==> images/layers.png <==
Drawn at 1 px/um.
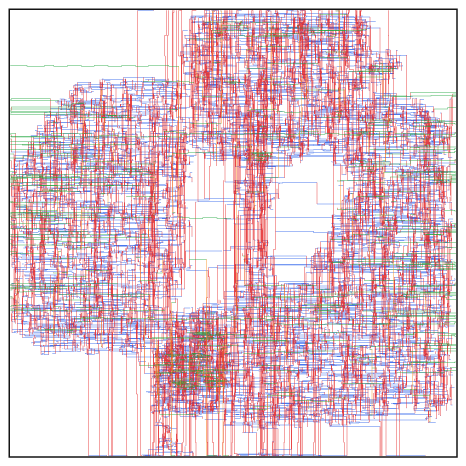
==> images/m3.png <==
Drawn at 1 px/um.
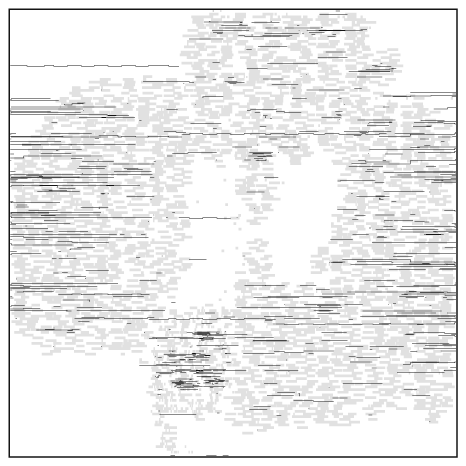
==> images/clock_wires.png <==
Drawn at 1 px/um.
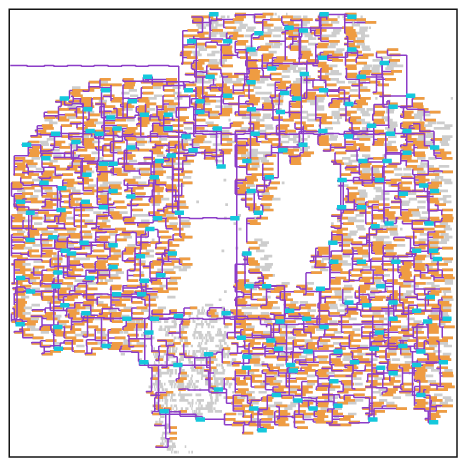
==> config.mk <==
export PLATFORM = sky130hd
export DESIGN_NAME = re_order_buffer
export DESIGN_NICKNAME = d
export VERILOG_FILES = /design/src/rtl/re_order_buffer.sv
export SDC_FILE = /design/constraint.sdc
export NUM_CORES = 1
export LEC_CHECK = 0
export CORE_UTILIZATION = 35
export CTS_CLUSTER_SIZE = 12
export DETAILED_ROUTE_END_ITERATION = 10
export DONT_BUFFER_PORTS = 1
export PLACE_DENSITY = 0.55
export SETUP_SLACK_MARGIN = 0.1
export SLEW_MARGIN = 0
export SYNTH_ARGS = -nofsm -noshare
export SYNTH_HDL_FRONTEND = slang
export SYNTH_SLANG_ARGS = --single-unit
==> constraint.sdc <==
create_clock -name clk -period 9.75 [get_ports clk]
set_clock_uncertainty 0.05 [all_clocks]
set_input_delay 1.4625 -clock clk [delete_from_list [all_inputs] [get_ports clk]]
set_output_delay 1.4625 -clock clk [all_outputs]
set_load 0.005 [all_outputs]
==> results.cfg <==
; physical design summary
[worst_setup_path]
end_kind = primary output
reg2reg_depth = 8
crit_fanout = 91
cp.arrival_ps = 5330
critical_path_class = register to primary output
max_stage_delay_ps = 930
cp_slowest_cell = dfxtp_4
path_buffers = 3
path_depth = 5
required_ps = 8240
reg2reg_slack_ps = 3630
critical-path-top-delay-family = buffers and inverters
start_kind = register
worstPathCellList = buf_4, buf_12, buf_4, mux4_2, mux4_2

[status]
status = finished clean

[yosys]
synth_area_per_cell_um2 = 23.12
async_flop_share_pct = 0
synth_flops = 1697
syn_inst = 2986
edf_count = 1632
ys_cells = 2986
synthDistinctLibCells = 61
yosys_area_um2 = 69050
synth_nets = 3117
yosys_warnings = 0
synth-main-ff-cell = edfxtp_1
netlist_area_um2 = 69050

[power_and_ir_drop]
combinationalPowerShare_pct = 2.3
power.internal_mw = 11.86
swShare_pct = 20.42
seq_power_share_pct = 54.2
finalPower_mw = 14.91
max-vdd-ir-drop_uv = 155.0
power.switching_mw = 3.044
p_leak_nw = 22.83
p_per_area_nw_per_um2 = 191.5

[placed_design]
postPlaceCellArea_um2 = 72290
dpl.hpwl_um = 95810
place.gp.congestion = 0.8320
pre_cts_ws_ps = 3530

[final_timing]
setup_viol = 0
hold_viol = 0
slew_headroom_pct = 23.26
tightest_slew_ps = 1147
setup_tns_ps = 0
worst_slack_ps = 2907
clock.fmax_mhz = 146.1
rsz0062_at_grt = no
finalCriticalPeriod_ps = 6843
slew_viol_final = 0
period_used_pct = 70.19

[clock_tree]
clk_root_buffer_cell = clkbuf_16
htree_levels = 4
cts_hold_buf = 0
post_cts_resized = 0
clkTransAtPathRegs_ps = 60
cts_tree = done
cts_buffer_depth = 3
cts_buffers = 182
cts_setup_buffers = 0
clock-sinks = 1697

[finish]
finalInstanceArea_um2 = 77860
fin_nets = 3177
drive_gt1_share_pct = 32.27
syn2layout_area_growth_pct = 12.76

[flow_run]
cap_violations = 0
warnings = 43

[global_route]
grt_util_met2_pct = 30.44
gr-max-usage-layer = met2
grt_overflow = 0
antenna_found_initial = 2
grt_pass1_vias = 34220
grt_pass1_wl_um = 254800
grt_use_met1_pct = 22.62
grt_max_degree = 137

[floorplanning]
core-area_um2 = 195400
die_w_um = 446.2
dieArea_um2 = 199100
die_h_um = 446.2
core.rowCount = 162
io_pins = 265
initCoreUtil_pct = 35.34

[detailed_routing]
drt-initial-drc-count = 2980
wl_per_cell_um = 30.47
drt-pass1-iter-count = 6
drc = 0
vias_per_cell = 5.517
final_antenna_net_count = 0

[min_path]
holdPathStages = 2
hp-class = register to register
-- layers.png (at the start) --
[green] M3 | wire length: 12800 um
[red] M2 | wire length: 90.7 mm
[orange] M4 | wire length: 3750 um
[blue] M1 | wire length: 69.9 mm
Vias: 32060
GRT Resource Usage Total: 17.87%
WL final: 177100 um

-- m3.png (at the start) --
longest straight run: 142 um
share of all routed wire: 7.2%
M3 GR Usage: 4.688%

-- clock_wires.png (at the start) --
[purple] clock wires | length: 20.8 mm
[orange] flip-flops | count: 1697
[cyan] clock-net drivers | count: 182
flops lie: widely spread
Clk network pwr share: 43.6%
Latency at later pin: 830 ps
Clk. pwr: 6.50 mW

worst min-delay path: stages (launching register included):
cell      delay [ps]
dfxtp_1          310
o211ai_1          70
a21oi_1           70
cell type report:
type,instances,area (um2)
inverters,33,143.9
diodes,4,10.01
flip-flops and latches,1697,50320
fillers,17210,117500
clock inverters,78,695.7
multi-input cells,1070,18030
repair buffers,62,503.0
clock buffers,243,4867
well taps,2624,3283
cell families after synthesis:
group	Yosys count	share of synthesized area (%)
AND-OR/OR-AND	128	1.354
adder cells (fa/ha/maj)	15	0.2827
flip-flops	1697	72.86
AND/OR/NAND/NOR	226	1.731
multiplexers	689	22.37
buffers and inverters	219	1.250
XOR/XNOR	12	0.1522
cells in the final DEF (no fill, tap or decap), types with 5 or more instances in the layout:
cell and instances:
xnor2_1 8, dfxtp_1 61, mux4_2 683, a21oi_1 26, nand2_1 38, nor2_4 13, nor2b_1 39, nand3_1 33
nand4_1 6, clkbuf_16 185, a211oi_4 6, nor2_1 35, clkbuf_1 56, clkinv_2 23, inv_6 5, inv_4 8
bufinv_16 6, a221oi_1 5, edfxtp_1 1632, a211oi_1 8, or3_1 13, nand3b_1 6, and2_1 7, a22oi_1 8
inv_1 19, o21ai_0 11, o211ai_1 16, nand2b_1 8, ha_1 14, clkinv_1 30, nor3_1 5, inv_2 5
a2bb2oi_1 9, clkinv_16 5, buf_4 59, and3_1 10, a31oi_1 14
metal layers:
metal / wire length [um] / part of all wire, %
met1: 69850 / 39
met2: 90740 / 51
met3: 12760 / 7.2
met4: 3745 / 2.1
met5: 0 / 0
cell usage after synthesis, types with 11 or more instances:
cell type	n	share of area [%]
mux4_2	683	22
ha_1	14	0.25
inv_1	28	0.15
nand3_1	33	0.24
edfxtp_1	1632	71
nand2_1	38	0.21
buf_2	18	0.13
o21ai_0	11	0.080
a31oi_1	14	0.13
buf_1	44	0.24
dfxtp_1	65	1.9
nor2b_1	39	0.35
or3_1	13	0.12
o211ai_1	16	0.17
clkbuf_1	121	0.66
a21oi_1	27	0.20
nor2_1	48	0.26
power by group through the flow:
stage | clock network, mW | logic, mW | registers [mW]
6_report | 6.50 | 0.337 | 8.07
5_1_grt | 6.92 | 0.364 | 8.07
4_1_cts | 6.65 | 0.347 | 8.07
3_5_place_dp | 0 | 0.345 | 8.23
3_3_place_gp | 0 | 0.348 | 8.23
2_1_floorplan | 0 | 0.268 | 8.22
stage by stage:
stage | utilization, % | hold WS, ps | std cells
2_1_floorplan | - | 390.8 | 2986
3_3_place_gp | 36.99 | 413.1 | 5486
3_5_place_dp | 36.99 | 415.4 | 5486
4_1_cts | 39.84 | 430.1 | 5807
5_1_grt | 39.84 | 446.3 | 5809
6_report | 39.85 | 436.8 | 5811
Power and IR drop assume default switching activity.
